## src/rtl/csum_adder_pipe.sv

```systemverilog
// Pipelined conditional-sum adder/subtractor with a valid/ready handshake on both sides.
// Leaf sum-pairs are merged over log2(WIDTH) levels; the effective carry-in then selects the result.
module csum_adder_pipe #(
  parameter int WIDTH = 16,
  parameter int PIPE  = 1
) (
  input  logic             clk,
  input  logic             rst,
  input  logic             in_valid,
  output logic             in_ready,
  input  logic [WIDTH-1:0] a,
  input  logic [WIDTH-1:0] b,
  input  logic             cin,
  input  logic             sub,
  output logic             out_valid,
  input  logic             out_ready,
  output logic [WIDTH-1:0] sum,
  output logic             cout,
  output logic             ovf
);
  localparam int LVLS = $clog2(WIDTH);

  if (WIDTH < 2 || (WIDTH & (WIDTH - 1)) != 0) begin : g_bad_width
    $error("csum_adder_pipe: WIDTH must be a power of two, at least 2");
  end

  // The whole pipeline moves in lockstep: one global advance, no bubble collapsing.
  logic advance;
  assign advance  = !out_valid || out_ready;
  assign in_ready = advance;

  logic             in_v;
  logic             c_r;
  logic             am_r;
  logic             bm_r;
  logic [WIDTH-1:0] a_r;
  logic [WIDTH-1:0] bx_r;

  // NOTE: state uses non-blocking assignments so every stage samples its neighbour's pre-edge value.
  always_ff @(posedge clk or posedge rst) begin
    if (rst) begin
      in_v <= 1'b0;
      c_r  <= 1'b0;
      am_r <= 1'b0;
      bm_r <= 1'b0;
      a_r  <= '0;
      bx_r <= '0;
    end else if (advance) begin
      in_v <= in_valid;
      a_r  <= a;
      bx_r <= sub ? ~b : b;
      c_r  <= sub | cin;
      am_r <= a[WIDTH-1];
      bm_r <= sub ? ~b[WIDTH-1] : b[WIDTH-1];
    end
  end

  // Level k holds, for each 2^k-bit group, the result assuming group carry-in 0 (s0/c0) and 1 (s1/c1).
  for (genvar k = 0; k <= LVLS; k++) begin : lvl
    localparam int G = WIDTH >> k;
    logic [WIDTH-1:0] s0;
    logic [WIDTH-1:0] s1;
    logic [G-1:0]     c0;
    logic [G-1:0]     c1;
    logic             v;
    logic             c;
    logic             am;
    logic             bm;

    if (k == 0) begin : g_leaf
      assign s0 = a_r ^ bx_r;
      assign s1 = ~(a_r ^ bx_r);
      assign c0 = a_r & bx_r;
      assign c1 = a_r | bx_r;
      assign v  = in_v;
      assign c  = c_r;
      assign am = am_r;
      assign bm = bm_r;
    end else begin : g_merge
      localparam int H = 1 << (k - 1);
      logic [WIDTH-1:0] p_s0;
      logic [WIDTH-1:0] p_s1;
      logic [2*G-1:0]   p_c0;
      logic [2*G-1:0]   p_c1;
      logic [WIDTH-1:0] m_s0;
      logic [WIDTH-1:0] m_s1;
      logic [G-1:0]     m_c0;
      logic [G-1:0]     m_c1;

      assign p_s0 = lvl[k-1].s0;
      assign p_s1 = lvl[k-1].s1;
      assign p_c0 = lvl[k-1].c0;
      assign p_c1 = lvl[k-1].c1;

      // NOTE: every combinational output gets a default first, so no path can infer a latch.
      always_comb begin
        m_s0 = p_s0;
        m_s1 = p_s1;
        m_c0 = '0;
        m_c1 = '0;
        for (int g = 0; g < G; g++) begin
          m_s0[(2*g+1)*H +: H] = p_c0[2*g] ? p_s1[(2*g+1)*H +: H] : p_s0[(2*g+1)*H +: H];
          m_c0[g]              = p_c0[2*g] ? p_c1[2*g+1]          : p_c0[2*g+1];
          m_s1[(2*g+1)*H +: H] = p_c1[2*g] ? p_s1[(2*g+1)*H +: H] : p_s0[(2*g+1)*H +: H];
          m_c1[g]              = p_c1[2*g] ? p_c1[2*g+1]          : p_c0[2*g+1];
        end
      end

      if (PIPE != 0) begin : g_reg
        always_ff @(posedge clk or posedge rst) begin
          if (rst) begin
            v  <= 1'b0;
            c  <= 1'b0;
            am <= 1'b0;
            bm <= 1'b0;
            s0 <= '0;
            s1 <= '0;
            c0 <= '0;
            c1 <= '0;
          end else if (advance) begin
            v  <= lvl[k-1].v;
            c  <= lvl[k-1].c;
            am <= lvl[k-1].am;
            bm <= lvl[k-1].bm;
            s0 <= m_s0;
            s1 <= m_s1;
            c0 <= m_c0;
            c1 <= m_c1;
          end
        end
      end else begin : g_comb
        assign v  = lvl[k-1].v;
        assign c  = lvl[k-1].c;
        assign am = lvl[k-1].am;
        assign bm = lvl[k-1].bm;
        assign s0 = m_s0;
        assign s1 = m_s1;
        assign c0 = m_c0;
        assign c1 = m_c1;
      end
    end
  end

  logic [WIDTH-1:0] sel_sum;
  logic             sel_cout;
  logic             sel_ovf;
  assign sel_sum  = lvl[LVLS].c ? lvl[LVLS].s1    : lvl[LVLS].s0;
  assign sel_cout = lvl[LVLS].c ? lvl[LVLS].c1[0] : lvl[LVLS].c0[0];
  assign sel_ovf  = (lvl[LVLS].am == lvl[LVLS].bm) && (sel_sum[WIDTH-1] != lvl[LVLS].am);

  // Output data only loads on a valid beat so bubbles leave the last result visible.
  always_ff @(posedge clk or posedge rst) begin
    if (rst) begin
      out_valid <= 1'b0;
      sum       <= '0;
      cout      <= 1'b0;
      ovf       <= 1'b0;
    end else if (advance) begin
      out_valid <= lvl[LVLS].v;
      if (lvl[LVLS].v) begin
        sum  <= sel_sum;
        cout <= sel_cout;
        ovf  <= sel_ovf;
      end
    end
  end
endmodule

```

## config.mk

```make
export PLATFORM = sky130hd
export DESIGN_NAME = csum_adder_pipe
export DESIGN_NICKNAME = d
export VERILOG_FILES = /design/src/rtl/csum_adder_pipe.sv
export SDC_FILE = /design/constraint.sdc
export NUM_CORES = 1
export LEC_CHECK = 0
export CORE_MARGIN = 2
export CORE_UTILIZATION = 55
export CTS_CLUSTER_DIAMETER = 40
export DETAILED_ROUTE_END_ITERATION = 8
export PLACE_DENSITY = 0.77
export SLEW_MARGIN = 10
export SYNTH_ARGS = -nofsm -noshare
export SYNTH_HDL_FRONTEND = slang
export SYNTH_SLANG_ARGS = --single-unit
export TNS_END_PERCENT = 30
```

## constraint.sdc

```tcl
create_clock -name clk -period 12.58 [get_ports clk]
set_input_delay 1.887 -clock clk [delete_from_list [all_inputs] [get_ports clk]]
set_output_delay 1.887 -clock clk [all_outputs]
set_load 0.05 [all_outputs]
```

==> notes.md, run 1 <==
Status on the layout run. Mean area per synthesized cell landed at 9.83 sq um. After detailed placement, the design holds a cell count of 1,248. Setup repair after global routing left no endpoint under its margin. The clock network is responsible for 25.1% of the overall power. TritonCTS built the clock tree. The wire-length estimate of the detail-placed layout is 10,100 microns. The layer flagged by global routing as most heavily used is met1. For this block, wires on met1 add up to 8390 microns. Width of the die landed at 139 microns. Worst-case clock buffer depth landed at 3. Proportion of synthesized chip area in sequential cells landed at 56.8%. For this design, Yosys synthesis ends with a cell count of 1,018. The synthesized instance count is 1,018. STA lists the maximum fanout along the critical path as 117. Count of synthesis-stage warnings from yosys landed at 0. Clock transition at the registers of the reported paths landed at 0.05 ns. Number of standard cells in the final layout excluding fillers landed at 1,296. The run finished with clean final reports. Routed length on met2 landed at 7310 microns.

Tally of max-capacitance violations landed at 0. Number of sinks driven by the clock tree landed at 227. The via count of the first global-routing pass came to 6,313. The vertical die dimension reported for this design is 139 microns.

Dividing the final minimum period by the clock period gives 51.8%. Final setup skew landed at 0.0148 ns. Summing over the stages, the warning tally comes to 50. In this run the worst setup path terminates at in_ready. By area, the combinational part of the netlist is dominated by simple AND/OR/NAND/NOR gates. Worst slack on hold paths landed at 0.463 ns. Global-route usage over all layers landed at 18.0%. The setup path with the least slack is of type primary input to output port.
-- run 1: cells in the final DEF, fill, tap and decap left out, drive strengths merged --
cell           instances
inv                   46
o21ai                116
or3                    1
clkinv                 5
xnor2                  8
clkinvlp               5
ha                    32
nand2                330
bufinv                 4
nand3                  1
and2                   1
nor2b                  1
a31oi                  1
mux2i                 87
xor2                  24
clkdlybuf4s50         57
nor2                  21
buf                    5
o21a                   8
nand2b                 1
clkbuf                30
a21oi                 56
dfrtp                227
-- run 1: power by group through the flow --
stage / clock network (mW) / registers (mW) / logic, mW
2_1_floorplan: 0 / 1.36 / 0.733
3_3_place_gp: 0 / 1.33 / 0.955
3_5_place_dp: 0 / 1.34 / 0.991
4_1_cts: 0.795 / 1.33 / 1.01
5_1_grt: 0.827 / 1.38 / 1.14
6_report: 0.780 / 1.33 / 0.990
-- run 1: worst register-to-register path, delay by kind of cell, from the launching register on --
family | cells | cell delay (ns)
AOI/OAI and AO/OA | 1 | 0.15
buffers and inverters | 3 | 1.88
DFF | 1 | 0.37
and+or+nand+nor | 2 | 0.33
-- run 1: cells in the mapped netlist --
cell type | n | share of area, %
sky130_fd_sc_hd__nand3_1 | 1 | 0.050
sky130_fd_sc_hd__a31oi_1 | 1 | 0.063
sky130_fd_sc_hd__and2_4 | 1 | 0.088
sky130_fd_sc_hd__xor2_1 | 24 | 2.1
sky130_fd_sc_hd__clkbuf_2 | 2 | 0.10
sky130_fd_sc_hd__a21oi_1 | 56 | 2.8
sky130_fd_sc_hd__dfrtp_1 | 227 | 57
sky130_fd_sc_hd__nor2b_4 | 1 | 0.14
sky130_fd_sc_hd__nand2b_1 | 1 | 0.063
sky130_fd_sc_hd__buf_6 | 6 | 0.68
sky130_fd_sc_hd__nor2_1 | 21 | 0.79
sky130_fd_sc_hd__clkbuf_1 | 14 | 0.53
sky130_fd_sc_hd__buf_4 | 1 | 0.075
sky130_fd_sc_hd__o21ai_0 | 116 | 5.8
sky130_fd_sc_hd__ha_1 | 32 | 4.0
sky130_fd_sc_hd__o21a_1 | 8 | 0.60
sky130_fd_sc_hd__clkbuf_4 | 1 | 0.075
sky130_fd_sc_hd__nand2_1 | 330 | 12
sky130_fd_sc_hd__mux2i_1 | 87 | 8.7
sky130_fd_sc_hd__xnor2_1 | 8 | 0.70
sky130_fd_sc_hd__or3_1 | 1 | 0.063
sky130_fd_sc_hd__buf_1 | 4 | 0.15
sky130_fd_sc_hd__inv_4 | 1 | 0.063
sky130_fd_sc_hd__buf_2 | 33 | 1.7
sky130_fd_sc_hd__inv_1 | 41 | 1.5
-- run 1: through the flow --
stage	area, sq um	power (mW)
after floorplan	10000	2.09
final	11500	3.10
after detailed placement	10600	2.33
after global placement	10600	2.28
after CTS	11500	3.14
after global routing	11500	3.35
-- run 1: layout make-up --
class                   instances  area (sq um)
clock inverters                18           236
inverters                      42           170
fillers                      1407          6400
repair buffers                 62           608
clock buffers                  30           686
flip-flops and latches        227          5680
multi-input cells             688          3840
well taps                     229           287
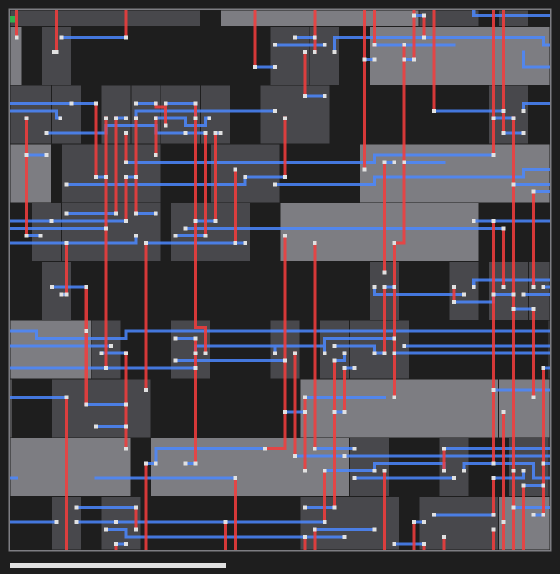
Figure 1: run 1, close-up of the layout.
Bar = 10 microns. Window x 22 to 47, y 22 to 47 microns. Cells in grey, sequential cells in the stronger grey; small squares are vias.
Red is M2. Green is M3. Blue is M1.
Most frequent: inv_1 (6), dfrtp_1 (6), nand2_1 (5). 38 logic cells have their middle in the window. Sequential cells in the window: 6. Netlist names of flops here include `lvl.c1` (2), `lvl.s1` (2).

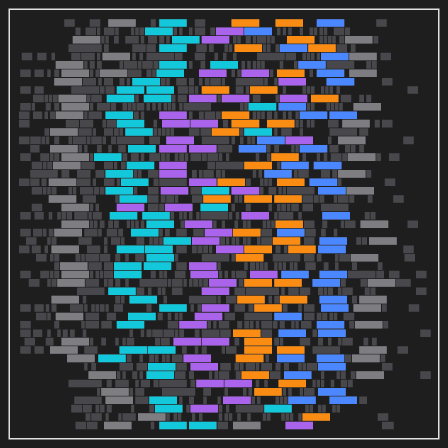
Figure 2: run 1, hierarchy map of the flops.
Other sequential cells in the stronger grey, the rest of the logic in the fainter grey.
Blue is `lvl[4]`, sequential cells 38, where a vertical strip on the right. Cyan is `lvl[1]`, sequential cells 52. Purple is `lvl[2]`, sequential cells 44, where a vertical strip down the middle. Orange is `lvl[3]`, sequential cells 40, where a vertical strip down the middle.

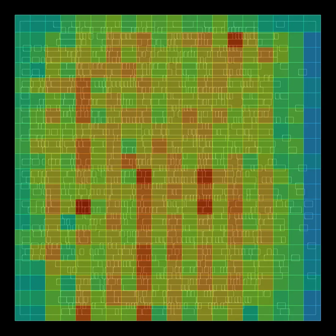
Figure 3: run 1, congestion heat map.
GR Util met2: 27.6%
routing usage on met1: 27.8%
final core utilization: 64.3%
Global Route met3 Usage: 2.38%

==> inputs of run 2 (changes only) <==
CORE_UTILIZATION = 54   (was 55)
PLACE_DENSITY = 0.79   (was 0.77)
clock period = 5.9 ns   (was 12.58 ns; I/O delays follow)
==> run 2 against run 1 <==
The run now ends with design-rule violations left. Largest power group unchanged. Clock power increased by 110%. Wire length rose by 1.1%. Power grew 110%. Critical path depth is 1 lower. Core utilization shrank 0.75 points. Count of clock-buffer cells in the layout up 2. Via count is 0.94% higher.
==> notes.md, run 2 <==
Status on the layout run. Area of the placeable core landed at 0.0181 sq mm. The run finished, with violations left. Proportion of synthesized chip area in sequential cells landed at 56.8% (unchanged). Via count of the first global-routing pass landed at 6,425 (+1.8%). Cell internal power dissipation landed at 4.15 mW. The synthesis report names the predominant flop master as sky130_fd_sc_hd__dfrtp_1. Tally of max-capacitance violations landed at 0 (unchanged). Filler cell count landed at 1,400 (-0.50%). Summed over all instances, the cell type with the most area after synthesis is sky130_fd_sc_hd__dfrtp_1. Clock transition at the registers of the reported paths landed at 0.06 ns (about the same). Footprint of the multi-input gates landed at 0.00384 sq mm (unchanged). The cell count in the Yosys report was 1,018 (unchanged). In the routed design, unresolved DRC markers number 2. Power per unit of standard cell area landed at 571 mW/mm^2. In the post-synthesis netlist, the cell with the most instances is sky130_fd_sc_hd__nand2_1.

Maximum number of pins on one net before global-route repair landed at 151. Highest net fanout along the worst path landed at 36 (-69%). Worst-case clock buffer depth landed at 3 (unchanged). The estimated wirelength of the detail-placed design was 10,400 microns (+3.2%). The clock share of power came to 24.4% (-0.7 points). The number of logged tool warnings was 48 (-4.0%). The vertical die dimension came to 140 microns (+0.89%).

Mean area per synthesized cell landed at 9.83 sq um (unchanged). Looking at the setup timing report, the critical path kind is primary input to output port. Number of buffers inserted for hold repair after clock tree synthesis landed at 0.

The cell count after synthesis is 1,018 (unchanged). The final reports fail on design-rule violations. Signed area change from the synthesized netlist to the final layout landed at 14.8%. Once detail routing completed, the nets flagged for antenna violations numbered 0. The number of sinks driven by the clock tree came to 227 (unchanged). TritonCTS built the clock tree.

The number of enable flip-flop cells is 0 (unchanged). In the layout the commonest cells are sky130_fd_sc_hd__nand2_1, sky130_fd_sc_hd__dfrtp_1, sky130_fd_sc_hd__o21ai_0. The count of synthesis-stage warnings from yosys came to 0 (unchanged).

Final setup skew landed at 0.00954 ns (-0.00524 ns). The fraction of synthesis flops using an asynchronous set or reset pin was 100% (unchanged). Setup repair after global routing left no endpoint under its margin. Ratio of final minimum period to clock period landed at 58.6%. The width of the die is 140 microns (+0.89%). The top-area cell type share of the netlist area is 56.8% (unchanged).

Yosys reported a register bit count of 227. Global-route usage over all layers landed at 17.9% (-0.11 points). By count the netlist is led by sky130_fd_sc_hd__nand2_1, sky130_fd_sc_hd__dfrtp_1, sky130_fd_sc_hd__o21ai_0, sky130_fd_sc_hd__mux2i_1, sky130_fd_sc_hd__a21oi_1.

Total power landed at 6.56 mW (+110%).
[run 2: cell counts after synthesis]
Identical to the previous run, type by type.
[run 2: power by group through the flow]
stage / clock network [mW] / registers, mW / logic [mW]
floorplan: 0 / 2.90 / 1.56
global placement: 0 / 2.85 / 2.01
detailed placement: 0 / 2.89 / 2.09
CTS: 1.63 / 2.87 / 2.12
global route: 1.69 / 2.97 / 2.41
finish: 1.60 / 2.87 / 2.09
[run 2: layout make-up]
class | count | share of cell area, %
Sequential cell | 227 | 49.5
Tap cell | 229 | 2.49
Timing Repair Buffer | 63 | 5.47
Multi-Input combinational cell | 688 | 33.4
Clock buffer | 32 | 6.22
Inverter | 42 | 1.45
Clock inverter | 16 | 1.51
[run 2: how the worst max path moves through the flow]
| stage | endpoint | slack, ns |
|---|---|---|
| 2_1_floorplan | a_r[0] | 2.05 |
| 3_3_place_gp | lvl[2].s1[14] | 2.32 |
| 3_5_place_dp | lvl[3].s0[14] | 2.25 |
| 4_1_cts | in_ready | 2.43 |
| 5_1_grt | in_ready | 2.38 |
| 6_report | in_ready | 2.44 |
[run 2: layer usage]
layer  GRT usage, %  wire length [microns]  vias to the layer above  part of all wire, %
li1               -                      -                     3372                    -
met1           26.9                   8410                     3056                   50
met3           2.74                    636                       22                  3.8
met2           27.5                   7420                      113                   44
met5              0                      0                        -                    0
met4           4.84                    259                        0                  1.5
[run 2: critical path, stage by stage]
cell and delay, ns:
sky130_fd_sc_hd__clkdlybuf4s50_1 0.51, sky130_fd_sc_hd__nor2b_4 0.07, sky130_fd_sc_hd__inv_6 0.24, sky130_fd_sc_hd__clkdlybuf4s50_1 0.86
[run 2: cells by family (layout without fill, tap and decap cells)]
logic type	count (synthesis)	count (layout)	share of synthesized area [%]
adders and majority gates	32	32	4.00
DFF	227	227	56.8
AOI/OAI and AO/OA	181	181	9.27
xor gates and xnor gates	32	32	2.80
and+or+nand+nor	356	356	13.6
buffers and inverters	103	153	4.85
muxes	87	87	8.71
[run 2: stage by stage]
stage	area, sq um	utilization [%]	hold WS [ns]	std cells
2_1_floorplan	10000	-	0.438	1018
3_3_place_gp	10600	58.6	0.448	1249
3_5_place_dp	10600	58.6	0.455	1249
4_1_cts	11500	63.5	0.468	1297
5_1_grt	11500	63.5	0.473	1297
6_report	11500	63.5	0.466	1297
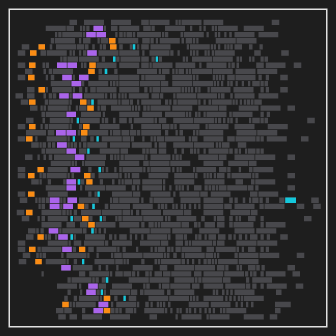
Figure 4: run 2, gate-type map.
Orange is xor and xnor cells, cells 32, where a vertical strip on the left. Cyan is nor cells, cells 22. Purple is fa/ha/maj cells, cells 32, where a vertical strip on the left.
Non-Filler Instances: 1,297
combinational fraction of the cell area: 33.4%
dominant logic cell type in the layout: sky130_fd_sc_hd__nand2_1

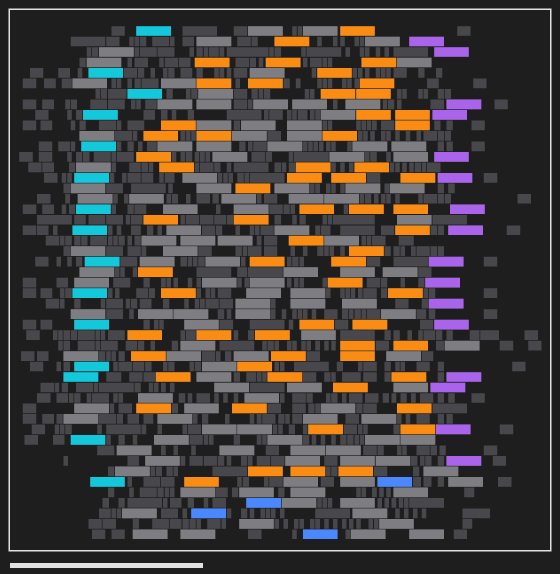
Figure 5: run 2, sequential cells grouped by signal name.
Bar = 50 microns. Other sequential cells in the stronger grey, the rest of the logic in the fainter grey.
Purple is `sum`, sequential cells 16. Orange is `lvl.s1`, sequential cells 64. Cyan is `a_r`, sequential cells 15. Blue is `lvl.am`, sequential cells 4, where bottom middle.
Another 128 sequential cells are not coloured.
sequential share of cell area: 49.5%
total sequential power: 2.87 mW
final core utilization: 63.5%
Seq. cell area: 0.00568 sq mm

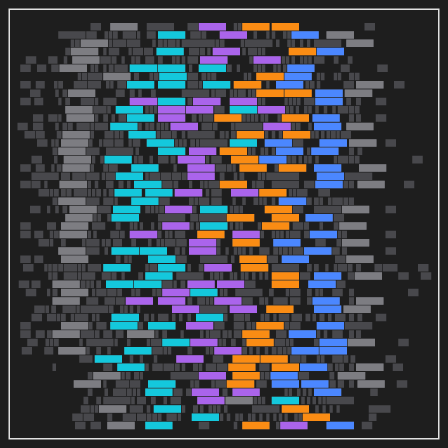
Figure 6: run 2, hierarchy map of the flops.
Other sequential cells in the stronger grey, the rest of the logic in the fainter grey.
Orange is `lvl[3]`, sequential cells 40, where a vertical strip down the middle. Cyan is `lvl[1]`, sequential cells 52. Purple is `lvl[2]`, sequential cells 44, where a vertical strip down the middle. Blue is `lvl[4]`, sequential cells 38, where a vertical strip on the right.
Another 53 sequential cells are not coloured.

==> inputs of run 3 (changes only) <==
CORE_UTILIZATION = 55   (was 54)
PLACE_DENSITY = 0.77   (was 0.79)
clock period = 3.2 ns   (was 5.9 ns; I/O delays follow)
==> run 3 against run 2 <==
The flow now finishes without violations. Core utilization is 1.4 points higher. Non-clock buffer count is 2 higher. Register-to-register slack worse by 1.8 ns. Power is 89% higher. Clock power is 97% higher. Cell count is 0.46% higher. Critical path type is now register to output port. Critical endpoint is now sum[14].
==> notes.md, run 3 <==
Status on the layout run. The number of sinks driven by the clock tree is 227 (unchanged). Width of the die landed at 139 microns (-0.89%). The delay of the slowest critical-path stage came to 0.81 ns (-0.05 ns).

Setup repair after global routing left no endpoint under its margin. The final setup skew was 0.0120 ns (+0.00249 ns). Per the run report, area growth between synthesis and finish was 16.1%. The top-area cell type share of the netlist area is 56.8% (unchanged). The cell count in the Yosys report is 1,018 (unchanged).

Highest net fanout along the worst path landed at 2 (-94%). The number of logged tool warnings came to 47 (-2.1%). The global-route usage over all layers was 19.2% (+1.3 points). Area fraction in mux cells landed at 8.71% (unchanged).

The run finished with clean final reports. Count of synthesis-stage warnings from yosys landed at 0 (unchanged). The critical path is of the register to output port type. Total power landed at 12.4 mW (+89%). Filler cell count landed at 1,390 (-0.71%). Yosys shows that the main logic family after synthesis is simple AND/OR/NAND/NOR gates. Footprint of the multi-input gates landed at 0.00384 sq mm (unchanged). Per STA, the worst path accumulates the most delay in the family buffers and inverters. Proportion of synthesized chip area in sequential cells landed at 56.8% (unchanged). The area after detailed placement was 0.0107 sq mm (+0.59%).

Sequential cell area landed at 0.00568 sq mm (unchanged). Looking at the cell usage after synthesis, the top flip-flop cell is sky130_fd_sc_hd__dfrtp_1. The timing report shows that the slowest cell on the worst path is sky130_fd_sc_hd__clkdlybuf4s50_1.
-- run 3: cell counts after synthesis --
No cell type changed its count.
-- run 3: cell families (layout without fill, tap and decap cells) --
kind of cell	count (synthesis)	after routing
buffers and inverters	103	159
adder cells (fa/ha/maj)	32	32
XOR/XNOR	32	32
AND/OR/NAND/NOR	356	356
multiplexers	87	87
AND-OR/OR-AND	181	181
flip-flops	227	227
-- run 3: path summary, 6_finish.rpt --
| kind | cells past startpoint | to |
|---|---|---|
| max reg2reg | 3 | lvl[3].c1[0] |
| min | 2 | lvl[4].c |
| max | 1 | sum[14] |
| min reg2reg | 2 | lvl[3].s0[2] |
| max in group asynchronous | 3 | bx_r[2] |
| min in group clk | 2 | lvl[3].s0[2] |
-- run 3: layer usage --
| metal | part of all wire [%] | global-route usage (%) | vias to the layer above | wire (microns) |
|---|---|---|---|---|
| li1 | - | - | 3373 | - |
| met1 | 49 | 28.0 | 3099 | 8670 |
| met2 | 46 | 30.7 | 116 | 8210 |
| met3 | 3.9 | 2.73 | 22 | 702 |
| met4 | 1.5 | 5.10 | 0 | 261 |
| met5 | 0 | 0 | - | 0 |
-- run 3: power by group --
part | total, mW | internal (mW) | switching (mW) | leakage, nW
Sequential | 5.25 | 4.25 | 1.00 | 2.72
Combinational | 4.00 | 1.65 | 2.35 | 2.36
Clock | 3.15 | 1.90 | 1.26 | 0.458
Total | 12.4 | 7.80 | 4.61 | 5.54
-- run 3: cell type report --
type,count,share of cell area (%)
Clock buffer,34,6.58
Clock inverter,18,1.66
Inverter,42,1.43
Multi-Input combinational cell,688,33.0
Sequential cell,227,48.9
Tap cell,229,2.47
Timing Repair Buffer,65,5.95
-- run 3: per-stage QoR --
| stage | std cells | hold WS, ns | setup TNS (ns) | setup WS, ns | util [%] |
|---|---|---|---|---|---|
| floorplan | 1018 | 0.438 | -55.84 | -0.246 | - |
| global placement | 1251 | 0.448 | 0 | 1.01 | 59.5 |
| detailed placement | 1251 | 0.455 | 0 | 0.978 | 59.5 |
| CTS | 1303 | 0.366 | 0 | 0.995 | 64.9 |
| global route | 1303 | 0.405 | 0 | 0.964 | 64.9 |
| finish | 1303 | 0.359 | 0 | 1.02 | 64.9 |
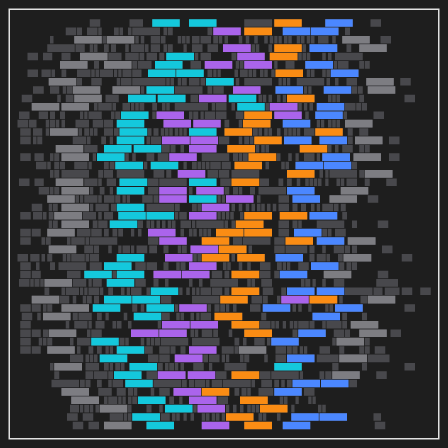
Figure 7: run 3, hierarchy map of the flops.
Other sequential cells in the stronger grey, the rest of the logic in the fainter grey.
Purple is `lvl[2]`, sequential cells 44, where a vertical strip down the middle. Blue is `lvl[4]`, sequential cells 38. Cyan is `lvl[1]`, sequential cells 52. Orange is `lvl[3]`, sequential cells 40, where a vertical strip down the middle.
Another 53 sequential cells are not coloured.
die outline area: 0.0193 sq mm
Non-Filler Instances: 1,303
final core utilization: 64.9%

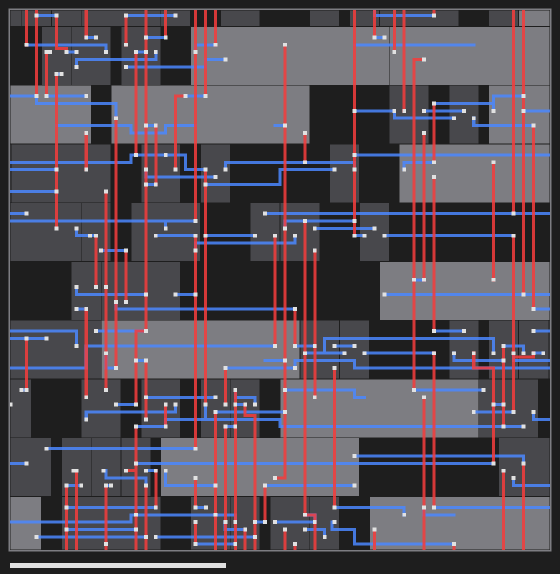
Figure 8: run 3, close-up of the layout.
Bar = 10 microns. Window x 22 to 47, y 22 to 47 microns. Cells in grey, sequential cells in the stronger grey; small squares are vias.
Red is M2. Blue is M1.
Netlist names of flops here include `lvl.c1` (3), `lvl.c0` (2), `lvl.s0` (2). Most frequent: nand2_1 (10), dfrtp_1 (9), a21oi_1 (6). Sequential cells in the window: 9. 47 logic cells have their middle in the window.

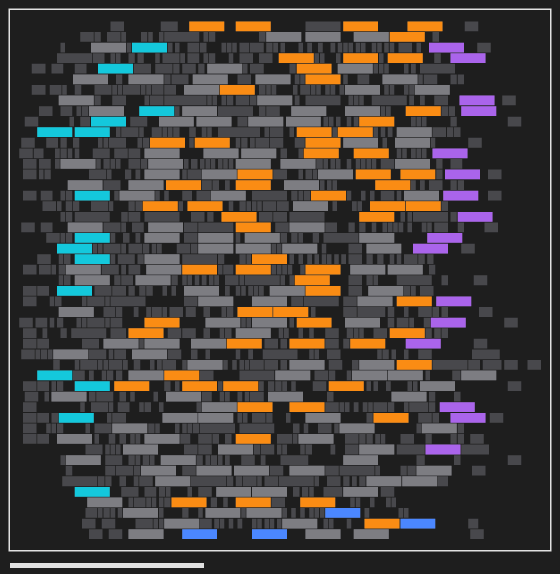
Figure 9: run 3, sequential cells grouped by signal name.
Bar = 50 microns. Other sequential cells in the stronger grey, the rest of the logic in the fainter grey.
Blue is `lvl.am`, sequential cells 4, where bottom middle. Purple is `sum`, sequential cells 16. Orange is `lvl.s1`, sequential cells 64. Cyan is `a_r`, sequential cells 15.
Another 128 sequential cells are not coloured.

Power and IR drop assume default switching activity.
